==> src/rtl/booth_pp_accumulator.sv <==
// booth_pp_accumulator
// Multi-cycle adder for the 13 radix-4 Booth partial products of a 24x24
// multiply. A partial-product set is captured on the accept edge, summed
// PP_PER_CYCLE terms per clock into a 48-bit accumulator, and the product
// is presented under a valid/ready handshake. All outputs are registered.
module booth_pp_accumulator #(
    parameter int PP_PER_CYCLE = 1
) (
    input  logic         iclk,
    input  logic         irst_n,
    input  logic         ipp_valid,
    output logic         opp_ready,
    input  logic [337:0] ipp,
    output logic         oproduct_valid,
    input  logic         iproduct_ready,
    output logic [47:0]  oproduct,
    output logic         obusy
);

    localparam int          NUM_PP   = 13;
    localparam int          PP_W     = 26;
    localparam logic [3:0]  LAST_CNT = (PP_PER_CYCLE == 2) ? 4'd6 : 4'd12;

    typedef enum logic [1:0] {
        IDLE = 2'd0,
        ACC  = 2'd1,
        DONE = 2'd2
    } state_t;

    state_t             state_q, state_d;
    logic [PP_W-1:0]    pp_q [NUM_PP];
    logic [PP_W-1:0]    pp_d [NUM_PP];
    logic [47:0]        acc_q, acc_d;
    logic [3:0]         cnt_q, cnt_d;
    logic [47:0]        oproduct_q, oproduct_d;
    logic               oproduct_valid_q, oproduct_valid_d;
    logic               opp_ready_q, opp_ready_d;
    logic               obusy_q, obusy_d;

    logic [3:0]         idx_lo_s;
    logic [3:0]         idx_hi_s;
    logic [47:0]        term_lo_s;
    logic [47:0]        term_hi_s;

    // Sign-extend a partial product to 48 bits and place it at weight 4^k.
    function automatic logic [47:0] pp_term(input logic [PP_W-1:0] pp,
                                            input logic [3:0]      k);
        logic [47:0] ext_v;
        ext_v = {{(48-PP_W){pp[PP_W-1]}}, pp};
        return ext_v << {k, 1'b0};
    endfunction

    // Select the partial product(s) consumed in the current ACC step.
    always_comb begin
        idx_lo_s  = 4'd0;
        idx_hi_s  = 4'd0;
        term_lo_s = 48'd0;
        term_hi_s = 48'd0;
        if (PP_PER_CYCLE == 2) begin
            idx_lo_s = {cnt_q[2:0], 1'b0};
        end else begin
            idx_lo_s = cnt_q;
        end
        idx_hi_s  = idx_lo_s + 4'd1;
        term_lo_s = pp_term(pp_q[idx_lo_s], idx_lo_s);
        // The last two-per-cycle step has only pp[12]; no pp[13] exists.
        if ((PP_PER_CYCLE == 2) && (idx_hi_s <= 4'd12)) begin
            term_hi_s = pp_term(pp_q[idx_hi_s], idx_hi_s);
        end else begin
            term_hi_s = 48'd0;
        end
    end

    // Next-state and datapath update for the IDLE/ACC/DONE controller.
    always_comb begin
        state_d    = state_q;
        pp_d       = pp_q;
        acc_d      = acc_q;
        cnt_d      = cnt_q;
        oproduct_d = oproduct_q;
        case (state_q)
            IDLE: begin
                if (ipp_valid && opp_ready_q) begin
                    for (int k = 0; k < NUM_PP; k++) begin
                        pp_d[k] = ipp[PP_W*k +: PP_W];
                    end
                    acc_d   = 48'd0;
                    cnt_d   = 4'd0;
                    state_d = ACC;
                end else begin
                    state_d = IDLE;
                end
            end
            ACC: begin
                acc_d = acc_q + term_lo_s + term_hi_s;
                if (cnt_q == LAST_CNT) begin
                    cnt_d      = 4'd0;
                    oproduct_d = acc_d;
                    state_d    = DONE;
                end else begin
                    cnt_d = cnt_q + 4'd1;
                end
            end
            DONE: begin
                // oproduct_valid is always high here, so ready alone completes.
                if (iproduct_ready) begin
                    state_d = IDLE;
                end else begin
                    state_d = DONE;
                end
            end
            default: begin
                state_d = IDLE;
            end
        endcase
        // Status outputs are registered copies of the upcoming state.
        opp_ready_d      = (state_d == IDLE);
        obusy_d          = (state_d != IDLE);
        oproduct_valid_d = (state_d == DONE);
    end

    // FSM state register.
    always_ff @(posedge iclk or negedge irst_n) begin
        if (!irst_n) begin
            state_q <= IDLE;
        end else begin
            state_q <= state_d;
        end
    end

    // Datapath and registered output flops.
    always_ff @(posedge iclk or negedge irst_n) begin
        if (!irst_n) begin
            for (int k = 0; k < NUM_PP; k++) begin
                pp_q[k] <= {PP_W{1'b0}};
            end
            acc_q            <= 48'd0;
            cnt_q            <= 4'd0;
            oproduct_q       <= 48'd0;
            oproduct_valid_q <= 1'b0;
            opp_ready_q      <= 1'b0;
            obusy_q          <= 1'b0;
        end else begin
            for (int k = 0; k < NUM_PP; k++) begin
                pp_q[k] <= pp_d[k];
            end
            acc_q            <= acc_d;
            cnt_q            <= cnt_d;
            oproduct_q       <= oproduct_d;
            oproduct_valid_q <= oproduct_valid_d;
            opp_ready_q      <= opp_ready_d;
            obusy_q          <= obusy_d;
        end
    end

    assign opp_ready      = opp_ready_q;
    assign oproduct_valid = oproduct_valid_q;
    assign oproduct       = oproduct_q;
    assign obusy          = obusy_q;

endmodule
==> config.mk <==
export PLATFORM = sky130hd
export DESIGN_NAME = booth_pp_accumulator
export DESIGN_NICKNAME = d
export VERILOG_FILES = /design/src/rtl/booth_pp_accumulator.sv
export SDC_FILE = /design/constraint.sdc
export NUM_CORES = 1
export LEC_CHECK = 0
export ABC_AREA = 1
export CORE_UTILIZATION = 43
export DETAILED_ROUTE_END_ITERATION = 8
export GPL_ROUTABILITY_DRIVEN = 0
export GPL_TIMING_DRIVEN = 1
export MAX_ROUTING_LAYER = met4
export PLACE_DENSITY = 0.63
export SLEW_MARGIN = 5
export SYNTH_ARGS = -nofsm -noshare
export SYNTH_HDL_FRONTEND = slang
export SYNTH_SLANG_ARGS = --single-unit
==> constraint.sdc <==
create_clock -name iclk -period 4.65 [get_ports iclk]
set_input_delay 0.6975 -clock iclk [delete_from_list [all_inputs] [get_ports iclk]]
set_output_delay 0.6975 -clock iclk [all_outputs]
set_load 0.01 [all_outputs]
==> images/met3.png <==
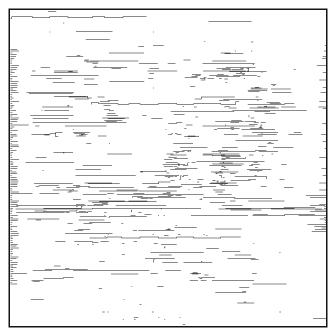
The wires run mostly horizontal. The longest straight run is 81.7 um.
M3 GR Usage: 0.0423
final wirelength: 85.0 mm
via count: 23964

==> images/met1.png <==
The bar under the picture is 50 um long.
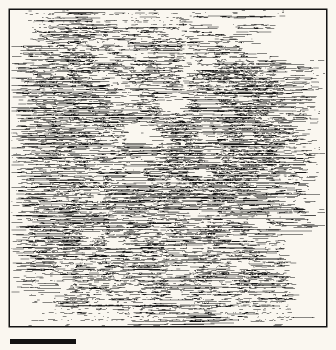
3672 nets have wire on it. The layer holds 43% of the routed length. The longest straight run is 72.7 um. The wires run mostly horizontal.
GR Util met1: 0.411

==> flow_summary.yaml <==
# yosys + openroad results
status:
  status: "complete, no violations"
final_layout:
  logic_gates: 2570
  register_area_um2: 11100
  area_growth_pct: 28.1
  nNetsFinal: 4031
  flops: 443
  drive_above_1_share: 0.0637
  final-clk-cell-share: 0.0541
  combAreaFraction: 0.382
  nClkBuffers: 65
  largestClassByArea: "logic gates"
  signal_buffers: 467
  comb_area_um2: 11700
  layoutNonFillerInstCount: 4425
  seq-cell-share: 0.362
  inverters: 109
  buf_share: 0.157
  finalInstanceArea_um2: 30700
  nFillCells: 5277
  antenna_cells: 2
synth:
  yosysWarnings: 0
  topCellsByArea: "dfrtp_1 (46%), nand2_1 (23%), o21ai_0 (4.9%)"
  synth_area_per_cell_um2: 7.23
  flop_cell: "dfrtp_1"
  ys_seq_frac: 0.463
  edf_count: 0
  adder_share: 0.0264
  synthAoiAreaFrac: 0.132
  ys_cells: 3313
  syn-num-nets: 3705
  synthXorXnorAreaFrac: 0.00878
  common_cells: "nand2_1 (1459), dfrtp_1 (443), nor2_1 (290)"
  simple_gate_share: 0.314
  yosys.area.top_type: "dfrtp_1"
  synth_top_cell_by_count: "nand2_1"
  muxShareOfSynthArea: 0.000836
  syn-instance-count: 3313
  yosysTopAreaCellShare: 0.463
  syn-cell-area_um2: 23900
  yosysUniqueCellTypes: 45
  top_logic_kind: "simple AND/OR/NAND/NOR gates"
  ys.flops: 443
  yosys_area_um2: 23900
  synth-async-reset-ratio: 1.00
clocking:
  clockBufferDepth: 3
  cts_hold_buf: 0
  path_clk_slew_ns: 0.06
  insertion_delay_ns: 0.62
  cts_buffers: 48
  tritoncts: "done"
  cts-root-buf: "clkbuf_16"
  cts.sinks: 443
  h-tree-depth: 2
global_routing:
  grtUsageMet2: 0.479
  grt_usage: 0.306
  grt_pass1_vias: 23444
  antenna_found_initial: 2
  grt_pass1_wl_mm: 132
  grt_max_degree: 210
  grt_busiest_layer: "met2"
  overflow: 0
setup_path:
  arrival_ns: 4.98
  crit_type: "register to register"
  crit_path_start_kind: "register"
  rr_worst_depth: 25
  crit_path_end_kind: "register"
  max_stage_delay_ns: 0.56
  cp_top_family: "AND-OR/OR-AND gates"
  cp_common_cell: "nand2_1"
  critPathMaxFanout: 14
  cpMaxStageDelayCell: "dfrtp_4"
  cp.required_ns: 5.15
  cp.depth: 25
  path_buffers: 4
placed_design:
  portBuffers: 392
  placed_cell_area_um2: 28600
  place_inst: 4324
  pre_cts_ws_ns: -0.0941
  dpl.hpwl_mm: 62.3
routing:
  firstDrtPassIters: 6
  ant_nets: 0
  wl_per_cell_um: 19.2
  drt_first_iter_violations: 2482
  vias_per_cell: 5.42
  drc: 0
floorplan:
  die_height_um: 238
  fp_util: 0.435
  fp.dieW_um: 238
  chip_area_um2: 56600
  num_tap_cells: 748
  rows: 86
  io_pins: 393
  coreArea_um2: 55100
flow_run:
  maxCapViolCount: 0
  warning_count: 35
sta:
  tightest_slew_ns: 1.06
  setup_viol: 0
  fin_crit_sh: 0.963
  maxSlewHeadroom: 0.296
  report.final.hold_viol_count: 0
  slew_violations: 0
  fmax_mhz: 223
  setup_slack_ns: 0.171
  period_needed_ns: 4.48
  skew_ns: 0.0291
worst_hold_path:
  hp-class: "input port to asynchronous set/reset pin"
power:
  p_leak_nw: 14.9
  peakVddDrop_v: 0.000421
  power_density_nw_per_um2: 916
  total_power_mw: 28.1
kinds of logic (layout without fill, tap and decap cells):
| group | Yosys count | in the layout |
|---|---|---|
| multiplexers | 2 | 2 |
| other | 0 | 2 |
| adder cells (fa/ha/maj) | 50 | 50 |
| buffers and inverters | 300 | 662 |
| XOR/XNOR | 24 | 24 |
| flip-flops | 443 | 443 |
| AND-OR/OR-AND | 562 | 562 |
| AND/OR/NAND/NOR | 1932 | 1932 |
sequential cells by signal, indices dropped and copies added (netlist names):
register and flops:
opp_ready 1, oproduct 48, pp_q 338, state_q 2
obusy 1, oproduct_valid 1, cnt_q 4, acc_q 48
cells in the final DEF, fill, tap and decap left out, types with 7 or more instances in the layout:
cell type / count
nor2_1: 281
xor2_1: 10
nor3_1: 7
o221ai_1: 15
nand2_1: 1458
buf_4: 51
xnor2_1: 14
o22ai_1: 22
clkinv_2: 10
inv_1: 100
clkdlybuf4s50_1: 391
nor2_2: 9
ha_1: 43
o21ai_0: 225
or2_2: 9
a31oi_1: 14
buf_12: 13
a21o_1: 9
o211ai_1: 35
a21oi_1: 93
o21a_1: 7
clkbuf_1: 10
o21ai_1: 90
dfrtp_1: 440
nand3_1: 146
clkbuf_16: 52
o21ai_2: 22
worst reg2reg max path, stage by stage (launching register included):
cell,delay (ns)
dfrtp_4,0.56
clkinv_8,0.16
buf_4,0.22
buf_4,0.15
o21ai_1,0.11
o22ai_1,0.11
o21ai_1,0.17
nand2_2,0.13
nand2_1,0.13
nand2_1,0.10
o21ai_1,0.21
o21ai_0,0.11
nand2_1,0.06
nand2_1,0.17
ha_2,0.37
a21oi_1,0.13
inv_1,0.08
a31oi_2,0.22
o21ai_0,0.13
a21oi_1,0.18
nand3_2,0.15
nand2_1,0.10
o211ai_1,0.16
or2_2,0.33
nand3_1,0.08
nand2_1,0.05
power breakdown:
part / switching (mW) / internal (mW)
clock: 1.66 / 2.38
combinational: 11.2 / 6.07
sequential: 1.13 / 5.69
what timing repair did:
item / in CTS / in global routing
setup buffers: 0 / 8
pin swaps: 0 / 8
gates cloned: 0 / 5
gates resized: 3 / 64
endpoints found under the setup margin: 5 / 38
through the flow:
step / hold WS, ns / util / setup TNS (ns)
2_1_floorplan: 0.402 / - / 0
3_3_place_gp: 0.449 / 0.519 / -0.371
3_5_place_dp: 0.453 / 0.519 / -0.290
4_1_cts: 0.179 / 0.550 / 0
5_1_grt: 0.182 / 0.557 / -0.280
6_report: 0.136 / 0.557 / 0
path summary, 6_finish.rpt:
| kind | endpoint | slack (ns) | startpoint |
|---|---|---|---|
| setup / recovery | oproduct[42] | 0.17 | cnt_q[0] |
| max in group asynchronous | oproduct[8] | 3.39 | irst_n |
| hold reg to reg | pp_q[68] | 0.47 | pp_q[68] |
| hold / removal | pp_q[201] | 0.14 | irst_n |
| min in group iclk | pp_q[68] | 0.47 | pp_q[68] |
| setup reg to reg | oproduct[42] | 0.17 | cnt_q[0] |
per-layer routing:
layer  wire, um  part of all wire
met5          0                 0
met2      39300              0.46
met4       3090             0.036
met1      36400              0.43
met3       6170             0.073
No activity file was given, so power comes from the tool's default toggle rates.
